[src/rtl/uart_pkg.sv]
// rtl/uart_pkg.sv - shared UART types, parity-mode constants and data-width limits
package uart_pkg;

    typedef enum logic [2:0] {
        IDLE,
        START,
        DATA,
        PARITY,
        STOP
    } rx_state_t;

    localparam logic PARITY_EVEN = 1'b0;
    localparam logic PARITY_ODD  = 1'b1;

    localparam int NB_DATA_MIN = 5;
    localparam int NB_DATA_MAX = 9;

    // XOR over data and parity bit must equal 1 for odd parity, 0 for even.
    function automatic logic parity_error(input logic xor_all, input logic odd);
        return xor_all != (odd == PARITY_ODD);
    endfunction

endpackage

[src/rtl/rx_sync.sv]
// rtl/rx_sync.sv - two-flop synchroniser for an asynchronous input with a configurable reset value
module rx_sync #(
    parameter logic RESET_VAL = 1'b1
) (
    input  logic clk,
    input  logic reset,
    input  logic d,
    output logic q
);

    logic meta;

    always_ff @(posedge clk) begin
        if (reset) begin
            meta <= RESET_VAL;
            q    <= RESET_VAL;
        end else begin
            meta <= d;
            q    <= meta;
        end
    end

endmodule

[src/rtl/uart_rx_cfg.sv]
// rtl/uart_rx_cfg.sv - oversampling UART receiver with runtime parity, error flags and break detect
module uart_rx_cfg
    import uart_pkg::*;
#(
    parameter int NB_DATA    = 8,
    parameter int OVERSAMPLE = 16,
    parameter int STOP_BITS  = 1
) (
    input  logic               i_clk,
    input  logic               i_reset,
    input  logic               i_s_tick,
    input  logic               i_rx,
    input  logic               i_parity_en,
    input  logic               i_parity_odd,
    output logic [NB_DATA-1:0] o_rx_data,
    output logic               o_rx_done_tick,
    output logic               o_parity_err,
    output logic               o_frame_err,
    output logic               o_break
);

    localparam int TW = $clog2(OVERSAMPLE);
    localparam int BW = $clog2(NB_DATA + 1);
    localparam logic [TW-1:0] TICK_MID  = TW'(OVERSAMPLE / 2 - 1);
    localparam logic [TW-1:0] TICK_LAST = TW'(OVERSAMPLE - 1);
    localparam logic [BW-1:0] BIT_LAST  = BW'(NB_DATA - 1);
    localparam logic          STOP_LAST = 1'(STOP_BITS - 1);

    logic rx_s;

    rx_state_t          state, state_n;
    logic [TW-1:0]      tick_cnt, tick_n;
    logic [BW-1:0]      bit_cnt, bit_n;
    logic [NB_DATA-1:0] shreg, sh_n;
    logic               par_en_q, pen_n, par_odd_q, podd_n, par_bit, pbit_n;
    logic               stop_idx, sidx_n, stop_lo, slo_n, stop_hi, shi_n;
    logic               wait_high, wait_n;
    logic [NB_DATA-1:0] data_n;
    logic               done_n, perr_n, ferr_n, brk_n;

    rx_sync #(.RESET_VAL(1'b1)) u_sync (
        .clk   (i_clk),
        .reset (i_reset),
        .d     (i_rx),
        .q     (rx_s)
    );

    always_ff @(posedge i_clk) begin
        if (i_reset) begin
            state          <= IDLE;
            tick_cnt       <= '0;
            bit_cnt        <= '0;
            shreg          <= '0;
            par_en_q       <= 1'b0;
            par_odd_q      <= 1'b0;
            par_bit        <= 1'b0;
            stop_idx       <= 1'b0;
            stop_lo        <= 1'b0;
            stop_hi        <= 1'b0;
            wait_high      <= 1'b0;
            o_rx_data      <= '0;
            o_rx_done_tick <= 1'b0;
            o_parity_err   <= 1'b0;
            o_frame_err    <= 1'b0;
            o_break        <= 1'b0;
        end else begin
            state          <= state_n;
            tick_cnt       <= tick_n;
            bit_cnt        <= bit_n;
            shreg          <= sh_n;
            par_en_q       <= pen_n;
            par_odd_q      <= podd_n;
            par_bit        <= pbit_n;
            stop_idx       <= sidx_n;
            stop_lo        <= slo_n;
            stop_hi        <= shi_n;
            wait_high      <= wait_n;
            o_rx_data      <= data_n;
            o_rx_done_tick <= done_n;
            o_parity_err   <= perr_n;
            o_frame_err    <= ferr_n;
            o_break        <= brk_n;
        end
    end

    always_comb begin
        state_n = state;
        tick_n  = tick_cnt;
        bit_n   = bit_cnt;
        sh_n    = shreg;
        pen_n   = par_en_q;
        podd_n  = par_odd_q;
        pbit_n  = par_bit;
        sidx_n  = stop_idx;
        slo_n   = stop_lo;
        shi_n   = stop_hi;
        wait_n  = wait_high;
        data_n  = o_rx_data;
        done_n  = 1'b0;
        perr_n  = o_parity_err;
        ferr_n  = o_frame_err;
        brk_n   = o_break;
        case (state)
            IDLE: begin
                // After a break the line must go high before a new start is trusted.
                if (rx_s) begin
                    wait_n = 1'b0;
                end else if (!wait_high) begin
                    state_n = START;
                    tick_n  = '0;
                    bit_n   = '0;
                    sidx_n  = 1'b0;
                    slo_n   = 1'b0;
                    shi_n   = 1'b0;
                    pbit_n  = 1'b0;
                    pen_n   = i_parity_en;
                    podd_n  = i_parity_odd;
                end
            end
            START: if (i_s_tick) begin
                if (tick_cnt == TICK_MID) begin
                    tick_n  = '0;
                    state_n = rx_s ? IDLE : DATA;
                end else begin
                    tick_n = tick_cnt + 1'b1;
                end
            end
            DATA: if (i_s_tick) begin
                if (tick_cnt == TICK_LAST) begin
                    tick_n = '0;
                    sh_n   = {rx_s, shreg[NB_DATA-1:1]};
                    if (bit_cnt == BIT_LAST) begin
                        bit_n   = '0;
                        state_n = par_en_q ? PARITY : STOP;
                    end else begin
                        bit_n = bit_cnt + 1'b1;
                    end
                end else begin
                    tick_n = tick_cnt + 1'b1;
                end
            end
            PARITY: if (i_s_tick) begin
                if (tick_cnt == TICK_LAST) begin
                    tick_n  = '0;
                    pbit_n  = rx_s;
                    state_n = STOP;
                end else begin
                    tick_n = tick_cnt + 1'b1;
                end
            end
            STOP: if (i_s_tick) begin
                if (tick_cnt == TICK_LAST) begin
                    tick_n = '0;
                    if (rx_s) shi_n = 1'b1;
                    else      slo_n = 1'b1;
                    if (stop_idx == STOP_LAST) begin
                        state_n = IDLE;
                        done_n  = 1'b1;
                        data_n  = shreg;
                        ferr_n  = slo_n;
                        perr_n  = par_en_q && parity_error(^shreg ^ par_bit, par_odd_q);
                        brk_n   = (shreg == '0) && !(par_en_q && par_bit) && !shi_n;
                        wait_n  = brk_n;
                    end else begin
                        sidx_n = 1'b1;
                    end
                end else begin
                    tick_n = tick_cnt + 1'b1;
                end
            end
            default: state_n = IDLE;
        endcase
    end

endmodule

[config.mk]
export PLATFORM = sky130hd
export DESIGN_NAME = uart_rx_cfg
export DESIGN_NICKNAME = d
export VERILOG_FILES = /design/src/rtl/uart_pkg.sv /design/src/rtl/rx_sync.sv /design/src/rtl/uart_rx_cfg.sv
export SDC_FILE = /design/constraint.sdc
export NUM_CORES = 1
export LEC_CHECK = 0
export CAP_MARGIN = 30
export CORE_MARGIN = 2
export CORE_UTILIZATION = 40
export DETAILED_ROUTE_END_ITERATION = 6
export RECOVER_POWER = 100
export SYNTH_ARGS = -nofsm -noshare
export SYNTH_HDL_FRONTEND = slang
export SYNTH_SLANG_ARGS = --single-unit
[constraint.sdc]
create_clock -name i_clk -period 1.9 [get_ports i_clk]
set_input_delay 0.38 -clock i_clk [delete_from_list [all_inputs] [get_ports i_clk]]
set_output_delay 0.38 -clock i_clk [all_outputs]
set_load 0.01 [all_outputs]
==> results.ini, run 1 <==
[outcome]
status=finished clean

[logic_synthesis]
synth-seq-cells=39
synthTopCellsByArea=dfxtp_1, a21oi_1, nand2_1
synthArstFlopShare_pct=0
ys.flop_type=dfxtp_1
ys_cells=234

[cts]
cts_resized=0
ctsHoldBuffers=0
insertion_delay_ns=0.29
cts_buffers=5
htreeDepth=2
ctsRootBufferMaster=clkbuf_8

[final_layout]
flop-count=39
final-seq-area_um2=780.7
comb_cells=168
fill_cells=430
clkbuf_count=6
clock_cell_area_share_pct=4.268
buffer_area_share_pct=14.21
top_area_cell_class=multi-input combinational cells

[drt]
drt-initial-drc-count=90
route.met2.wl_um=1904

[sta]
hold_viol_final=0
final.period_utilization_pct=93.48
max_freq_ghz=0.5630

[run]
tool_warnings=26
maxCapViolations=0

[placed_design]
place_inst=308

[worst_setup_path]
worstReg2RegEnd=state[0]
worstPathMaxFanout=6

[floorplan]
std_cell_rows=24
chipArea_um2=5279
fp_util_pct=42.43

[pwr]
vdd_drop_max_uv=565.2

[global_route]
met1_usage_pct=23.30

run 1: metrics by stage:
| stage | instance area [um^2] | hold WS (ns) | setup slack [ns] |
|---|---|---|---|
| 2_1_floorplan | 1886 | 0.3895 | 0.1839 |
| 4_1_cts | 2318 | 0.4380 | 0.1306 |
| 3_3_place_gp | 2220 | 0.3991 | -0.09175 |
| 5_1_grt | 2316 | 0.4647 | 0.001274 |
| 6_report | 2316 | 0.4295 | 0.1239 |
| 3_5_place_dp | 2220 | 0.4177 | -0.1171 |
run 1: worst max-delay path, delay by kind of cell (launching register included):
kind            cells  cell delay [ns]
fa+ha+maj           1             0.29
compound gates      1             0.40
simple gates        2             0.28
flops               1             0.38
mux                 1             0.32
run 1: power by group:
group	internal [uW]	switching, uW	total (uW)	leakage (uW)
Clock	296	303	599	0.0000474
Combinational	136	158	294	0.000449
Sequential	839	46.8	886	0.000315
Total	1270	507	1780	0.000812
run 1: kinds of logic (layout without fill, tap and decap cells):
family | count (synthesis) | after routing | synth area share, %
mux | 1 | 1 | 0.5972
fa+ha+maj | 6 | 6 | 3.981
compound gates | 63 | 63 | 19.78
xor+xnor | 7 | 7 | 3.252
flops | 39 | 39 | 41.41
buf+inv | 27 | 57 | 5.773
simple gates | 91 | 91 | 25.22
run 1: worst max-delay path by stage:
stage / to / slack, ns / depth (start not counted)
finish: state[0] / 0.12 / 5
global route: state[0] / 0.001 / 5
CTS: o_parity_err / 0.13 / 5
detailed placement: o_parity_err / -0.12 / 5
global placement: state[0] / -0.09 / 5
floorplan: state[0] / 0.18 / 5
run 1: state kept, by name (all words and copies together) (netlist names), 3 cells and up:
name / flops
o_rx_data: 8
shreg: 8
bit_cnt: 4
tick_cnt: 4
state: 3
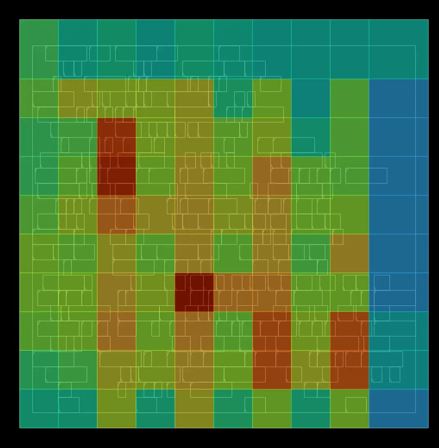
run_1/congestion_map.png
met2 global-route usage: 25.66%
global-route layer with the greatest usage: met2
met3 Use GR: 4.282%
Total GRT Usage: 16.83%
final core utilization: 52.11%

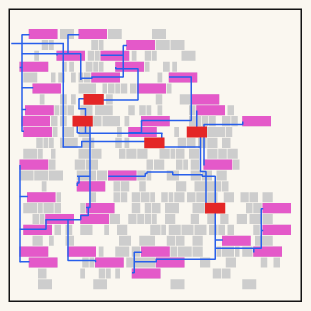
run_1/clock_wires.png
(4 px per um)
Key: red = clock-net drivers [count 5]; blue = clock wires [length 505 um]; magenta = flip-flops [count 39]
Position of the flops: widely spread. There are 6 routed clock nets.

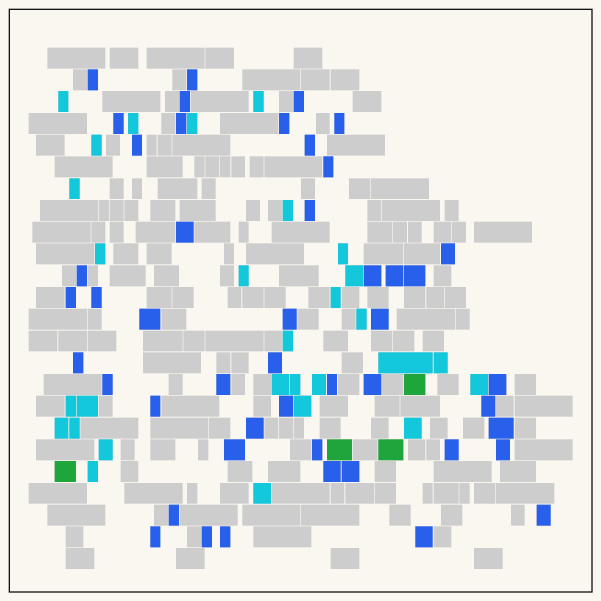
run_1/gates.png
(8 px per um)
Key: blue = nand cells [cells 47, most used nand2_1, where widely spread]; cyan = nor cells [cells 29, most used nor2_1]; green = non-inverting ao/oa cells [cells 4]

==> inputs of run 2 (changes only) <==
GPL_ROUTABILITY_DRIVEN = 0   (was unset)
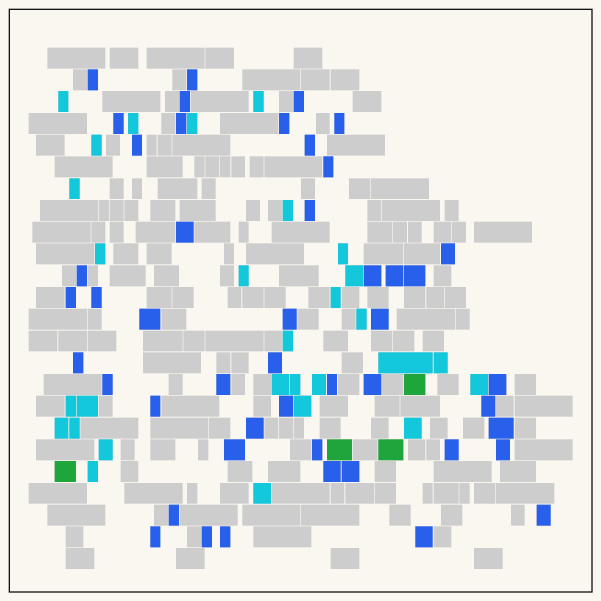
run_2/gates.png
(8 px per um)
Key: blue = nand cells [cells 47, most used nand2_1, where widely spread]; green = non-inverting ao/oa cells [cells 4]; cyan = nor cells [cells 29, most used nor2_1]

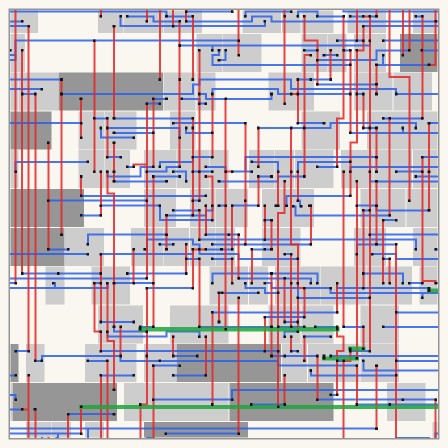
run_2/closeup.png
Region (21, 7) to (51, 37) um. Cells in grey, sequential cells in the stronger grey; small squares are vias.
Key: blue = M1; red = M2; green = M3
Most frequent: buf_4 (17), dfxtp_1 (6). Sequential cells in the window: 6. Netlist names of flops here include `state` (2). 76 logic cells have their middle in the window.

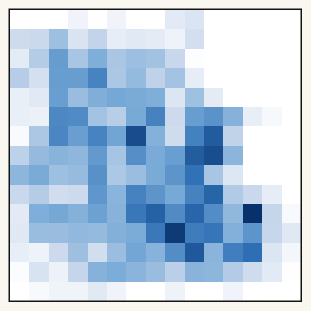
run_2/route_heat.png
(4 px per um) 15 x 15 tiles, from white (low) to dark blue (high), scaled to the fullest tile. Values are wire area over tile area, all layers added.
The emptiest ninth of the die: upper right. The densest ninth of the die: centre. The fullest tile reaches 0.41. 23% of the tiles are nearly empty.

==> run 2 against run 1 <==
  * Cell count unchanged
  * Synthesized cell count did not move
  * Via count unchanged
  * Count of clock-buffer cells in the layout unchanged
  * Global-route usage did not move
  * Flip-flop count unchanged
  * Die area is the same
  * Largest cell class unchanged
  * Synthesized area did not move
==> results.ini, run 2 <==
[final_layout]
fill_cells=430  ; unchanged
lay_top_count=dfxtp_1  ; unchanged
syn_to_final_growth_pct=22.83  ; unchanged
biggestRegsByFlops=o_rx_data (8), shreg (8)  ; unchanged
antenna_cells=0  ; unchanged
fin_nets=275  ; unchanged
most-common-layout-cells=dfxtp_1, a21oi_1, nand2_1  ; unchanged
drive_gt1_share_pct=13.26  ; unchanged

[floorplan]
io_pins=18  ; unchanged
fp_util_pct=42.43  ; unchanged
core_region_area_um2=4444  ; unchanged
die_h_um=72.66  ; unchanged
chipArea_um2=5279  ; unchanged
std_cell_rows=24  ; unchanged
die_w_um=72.66  ; unchanged

[pwr]
power_leakage_uw=0.0008116  ; unchanged
seqPwrFrac_pct=49.8  ; about the same
powerDensity_nw_per_um2=768.0  ; unchanged
pwr-share-comb_pct=16.5  ; about the same
internal_power_uw=1272  ; unchanged
sw_frac_of_total_pct=28.52  ; unchanged
p_clk_share_pct=33.7  ; about the same
vdd_drop_max_uv=565.2  ; unchanged
switching_power_uw=507.3  ; unchanged
power.total_uw=1779  ; unchanged

[drt]
firstDrtPassIters=4  ; unchanged
drt-total-wl_um=4199  ; unchanged
ant_nets=0  ; unchanged
vias_per_cell=5.443  ; unchanged
drt-wirelength-per-cell_um=13.29  ; unchanged
drc=0  ; unchanged
drt-initial-drc-count=90  ; unchanged

[worst_setup_path]
path_delay_family=AND-OR/OR-AND gates  ; unchanged
slowest_stage=a222oi_1  ; unchanged
path_depth=5  ; unchanged
worstPathCellList=ha_1 -> nand4_1 -> a222oi_1 -> nand2_1 -> mux2_1  ; unchanged
crit_required_ns=2.09  ; about the same
crit_buf_inv=0  ; unchanged
path_class=reg2reg  ; unchanged
r2r_cells=5  ; unchanged
worstPathMaxFanout=6  ; unchanged
end_kind=flop  ; unchanged
start_kind=flop  ; unchanged

[sta]
final.period_utilization_pct=93.48  ; unchanged
min_period_ns=1.776  ; unchanged
grt_setup_unrepaired=false  ; unchanged
tightest_slew_ns=0.4991  ; unchanged
max-slew-margin-rel_pct=66.38  ; unchanged
hold-worst-slack_ns=0.4295  ; unchanged
hold_viol_final=0  ; unchanged
max_freq_ghz=0.5630  ; unchanged
setup_slack_ns=0.1239  ; unchanged

[logic_synthesis]
synthArstFlopShare_pct=0  ; unchanged
yosysWarnings=0  ; unchanged
yosys-top-cells-count=dfxtp_1, a21oi_1, nand2_1  ; unchanged
synth_top_area_share_pct=41.41  ; unchanged
syn-instance-count=234  ; unchanged
ys_cells=234  ; unchanged
synthTopCellsByArea=dfxtp_1, a21oi_1, nand2_1  ; unchanged
yosysTopAreaCell=dfxtp_1  ; unchanged
synth-seq-cells=39  ; unchanged
ys_types=41  ; unchanged
ys_seq_share_pct=41.41  ; unchanged
yosysMostFrequentCell=dfxtp_1  ; unchanged
ys.flop_type=dfxtp_1  ; unchanged
syn_avg_cell_area_um2=8.058  ; unchanged
yosys_area_um2=1886  ; unchanged

[min_path]
hold_path_depth=1  ; unchanged
hp-class=reg2reg  ; unchanged

[cts]
insertion_delay_ns=0.29  ; about the same
ctsRootBufferMaster=clkbuf_8  ; unchanged
cts.sink_count=39  ; unchanged
cts_tree=built  ; unchanged
cts_buffer_depth=2  ; unchanged
path_clk_slew_ns=0.08  ; about the same
ctsHoldBuffers=0  ; unchanged
cts_buffers=5  ; unchanged
htreeDepth=2  ; unchanged

[global_route]
grt_max_degree=16  ; unchanged
grt_pass1_wl_um=7044  ; unchanged
grt_antenna_before_repair=0  ; unchanged
track_usage_pct=16.83  ; unchanged

[run]
tool_warnings=26  ; unchanged
maxCapViolations=0  ; unchanged

[placed_design]
dp_hpwl_um=3013  ; unchanged
pre_cts_slack_ns=-0.1171  ; unchanged

[outcome]
status=finished clean  ; unchanged

run 2: final timing paths:
check | endpoint | from | slack [ns]
worst max register to register | state[0] | tick_cnt[0] | 0.12
worst min-delay path | u_sync.q | u_sync.meta | 0.43
worst max-delay path | state[0] | tick_cnt[0] | 0.12
worst min register to register | u_sync.q | u_sync.meta | 0.43
run 2: logic make-up after synthesis:
group | count (synthesis) | share of synthesized area (%)
AND-OR/OR-AND | 63 | 19.78
XOR/XNOR | 7 | 3.252
adder cells (fa/ha/maj) | 6 | 3.981
buffers and inverters | 27 | 5.773
flip-flops | 39 | 41.41
multiplexers | 1 | 0.5972
AND/OR/NAND/NOR | 91 | 25.22
run 2: power by group through the flow:
stage	clock network, uW	logic [uW]	registers, uW
2_1_floorplan	0	243	866
3_3_place_gp	0	293	904
3_5_place_dp	0	294	903
4_1_cts	619	295	884
5_1_grt	645	330	892
6_report	599	294	886
run 2: area by class of cell:
cell class                 count  area (um^2)  area share [%]
clock buffer                   6        82.58           3.566
clock inverter                 2        16.27          0.7023
inverter                      12        45.04           1.945
multi-input combinational    168        997.2           43.06
sequential                    39        780.7           33.71
tap                           52        65.06           2.809
timing repair buffer          37        329.1           14.21
run 2: timing repair:
item / 4_1_cts / 5_1_grt
resized: 0 / 1
endpoints found under the setup margin: 0 / 1
setup buffers: 0 / 0
run 2: per-stage QoR:
step	instance area (um^2)	utilization [%]	instances
floorplan	1886	-	234
global placement	2220	49.94	308
detailed placement	2220	49.94	308
CTS	2318	52.17	316
global route	2316	52.11	316
finish	2316	52.11	316
run 2: layer usage:
layer	part of all wire, %	up-vias	wire [um]	track usage, %
met5	0	-	0	0
met4	0.74	0	31	5.556
met1	50	806	2113	23.30
met3	3.5	4	149	4.282
met2	45	26	1904	25.66
li1	-	884	-	-
==> inputs of run 3 (changes only) <==
CAP_MARGIN = 20   (was 30)
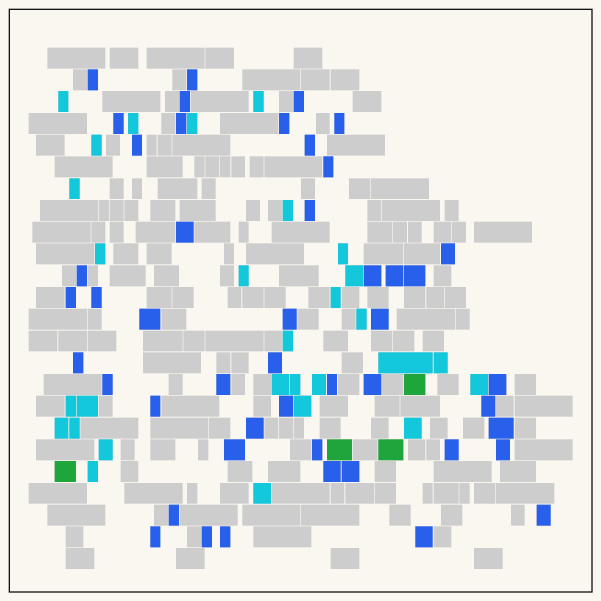
run_3/gates.png
(8 px per um)
Key: blue = nand cells [cells 47, most used nand2_1, where widely spread]; green = non-inverting ao/oa cells [cells 4]; cyan = nor cells [cells 29, most used nor2_1]

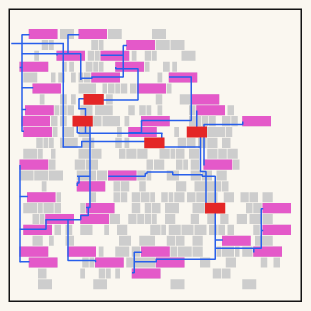
run_3/clock_wires.png
(4 px per um)
Key: blue = clock wires [length 505 um]; red = clock-net drivers [count 5]; magenta = flip-flops [count 39]
There are 6 routed clock nets. Position of the flops: widely spread.

==> run 3 against run 2 <==
  * Combinational power about the same
  * Design area did not move
  * Flip-flop count unchanged
  * Setup slack unchanged
  * Global-route usage stayed put
  * Die area unchanged
  * Register-to-register slack barely moved
  * Routed wire length stayed put
  * Clock skew did not move
  * Largest power group unchanged
  * Highest routed layer unchanged
==> results.ini, run 3 <==
[worst_setup_path]
worstPathMaxFanout=6  ; unchanged
worstReg2RegEnd=state[0]  ; unchanged
path_class=reg2reg  ; unchanged
timing.reg2reg.setup_slack_ns=0.12  ; about the same
crit_required_ns=2.09  ; about the same
start_kind=flop  ; unchanged
critical_path.endpoint=state[0]  ; unchanged
r2r_start=tick_cnt[0]  ; unchanged
crit_arrival_ns=1.96  ; about the same
r2r_cells=5  ; unchanged
end_kind=flop  ; unchanged
startpoint=tick_cnt[0]  ; unchanged

[cts]
ctsRootBufferMaster=clkbuf_8  ; unchanged
cts_tree=built  ; unchanged
htreeDepth=2  ; unchanged
cts_buffer_depth=2  ; unchanged
cts_setup_buffers=0  ; unchanged
cts_buffers=5  ; unchanged
insertion_delay_ns=0.29  ; about the same
ctsHoldBuffers=0  ; unchanged
cts.sink_count=39  ; unchanged

[sta]
fin_tns_setup_ns=0  ; unchanged
grt_setup_unrepaired=false  ; unchanged
setup_slack_ns=0.1239  ; unchanged
hold_viol_final=0  ; unchanged
max_freq_ghz=0.5630  ; unchanged
max-slew-margin-rel_pct=66.38  ; unchanged
tightest_slew_ns=0.4991  ; unchanged
min_period_ns=1.776  ; unchanged
final.period_utilization_pct=93.48  ; unchanged
hold-worst-slack_ns=0.4295  ; unchanged

[final_layout]
syn_to_final_growth_pct=22.83  ; unchanged
utilization_pct=52.11  ; unchanged
final-seq-area_um2=780.7  ; unchanged
biggestRegsByFlops=o_rx_data (8), shreg (8)  ; unchanged
fin_nets=275  ; unchanged
instances_no_fill=316  ; unchanged
drive_gt1_share_pct=13.26  ; unchanged
lay_top_count=dfxtp_1  ; unchanged
fill_cells=430  ; unchanged
most-common-layout-cells=dfxtp_1, a21oi_1, nand2_1  ; unchanged
logic_area_um2=997.2  ; unchanged
final_area_um2=2316  ; unchanged

[drt]
drt-total-wl_um=4199  ; unchanged
drc=0  ; unchanged
drt-wirelength-per-cell_um=13.29  ; unchanged
firstDrtPassIters=4  ; unchanged
vias_per_cell=5.443  ; unchanged
ant_nets=0  ; unchanged

[outcome]
status=finished clean  ; unchanged

[floorplan]
die_h_um=72.66  ; unchanged
core_region_area_um2=4444  ; unchanged
fp_util_pct=42.43  ; unchanged
chipArea_um2=5279  ; unchanged
std_cell_rows=24  ; unchanged
die_w_um=72.66  ; unchanged

[logic_synthesis]
ys.flop_type=dfxtp_1  ; unchanged
synthTopCellsByArea=dfxtp_1, a21oi_1, nand2_1  ; unchanged
ys_cells=234  ; unchanged
yosysTopAreaCell=dfxtp_1  ; unchanged
yosys_area_um2=1886  ; unchanged
synthArstFlopShare_pct=0  ; unchanged
synth-seq-cells=39  ; unchanged
yosysWarnings=0  ; unchanged
ys_types=41  ; unchanged
yosys-top-cells-count=dfxtp_1, a21oi_1, nand2_1  ; unchanged
synth_top_area_share_pct=41.41  ; unchanged
ys_seq_share_pct=41.41  ; unchanged
yosysMostFrequentCell=dfxtp_1  ; unchanged
syn_avg_cell_area_um2=8.058  ; unchanged
syn-instance-count=234  ; unchanged

[global_route]
grtUsageMet2_pct=25.66  ; unchanged
grt_antenna_before_repair=0  ; unchanged
met1_usage_pct=23.30  ; unchanged
grt_util_met3_pct=4.282  ; unchanged
grt_max_degree=16  ; unchanged
track_usage_pct=16.83  ; unchanged
top_usage_layer=met2  ; unchanged
grt_pass1_wl_um=7044  ; unchanged

[min_path]
hp-class=reg2reg  ; unchanged

[pwr]
powerDensity_nw_per_um2=768.0  ; unchanged
power_leakage_uw=0.0008116  ; unchanged
power.total_uw=1779  ; unchanged
vdd_drop_max_uv=565.2  ; unchanged

[placed_design]
pre_cts_slack_ns=-0.1171  ; unchanged
dp_hpwl_um=3013  ; unchanged
place_inst=308  ; unchanged
placed_cell_area_um2=2220  ; unchanged

[run]
tool_warnings=26  ; unchanged
maxCapViolations=0  ; unchanged

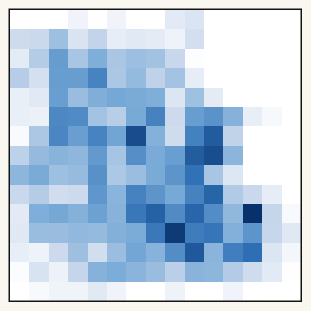
run_3/route_heat.png
(4 px per um) 15 x 15 tiles, from white (low) to dark blue (high), scaled to the fullest tile. Values are wire area over tile area, all layers added.
23% of the tiles are nearly empty. The densest ninth of the die: centre. The mean over all tiles is 0.12. 22% of the tiles are over half the peak. The fullest tile reaches 0.41.

==> run 3: cell families (layout without fill, tap and decap cells) <==
group                      Yosys count  in the layout  share of synthesized area (%)
and+or+nand+nor                     91             91                          25.22
AOI/OAI and AO/OA                   63             63                          19.78
DFF                                 39             39                          41.41
buffers and inverters               27             57                          5.773
xor gates and xnor gates             7              7                          3.252
adders and majority gates            6              6                          3.981
muxes                                1              1                         0.5972
==> run 3: worst max-delay path, cell delays in order, from the launching register on <==
cell      delay, ns
dfxtp_1        0.38
ha_1           0.29
nand4_1        0.15
a222oi_1       0.40
nand2_1        0.13
mux2_1         0.32
==> run 3: timing repair <==
action | CTS | global route
endpoints found under the hold margin | 0 | 0
endpoints found under the setup margin | 0 | 1
resized | 0 | 1
==> run 3: metal layers <==
layer	vias to the layer above	share of wire (%)
met5	-	0
met4	0	0.74
met3	4	3.5
met2	26	45
met1	806	50
li1	884	-
==> run 3: report_power, final <==
group / internal, uW / switching [uW] / total (uW)
clock: 296 / 303 / 599
sequential: 839 / 46.8 / 886
combinational: 136 / 158 / 294
==> run 3: worst min path at each step <==
stage / start / to / slack, ns / cells past startpoint
finish: u_sync.meta / u_sync.q / 0.43 / 1
global route: u_sync.meta / u_sync.q / 0.46 / 1
detailed placement: u_sync.meta / u_sync.q / 0.42 / 1
global placement: u_sync.meta / u_sync.q / 0.40 / 1
floorplan: u_sync.meta / u_sync.q / 0.39 / 1
CTS: u_sync.meta / u_sync.q / 0.44 / 1
==> run 3: layout make-up <==
cell class	instances	area share, %
inverters	12	1.945
multi-input cells	168	43.06
clock buffers	6	3.566
clock inverters	2	0.7023
well taps	52	2.809
flip-flops and latches	39	33.71
repair buffers	37	14.21
Power is estimated from default activity; no workload was simulated.
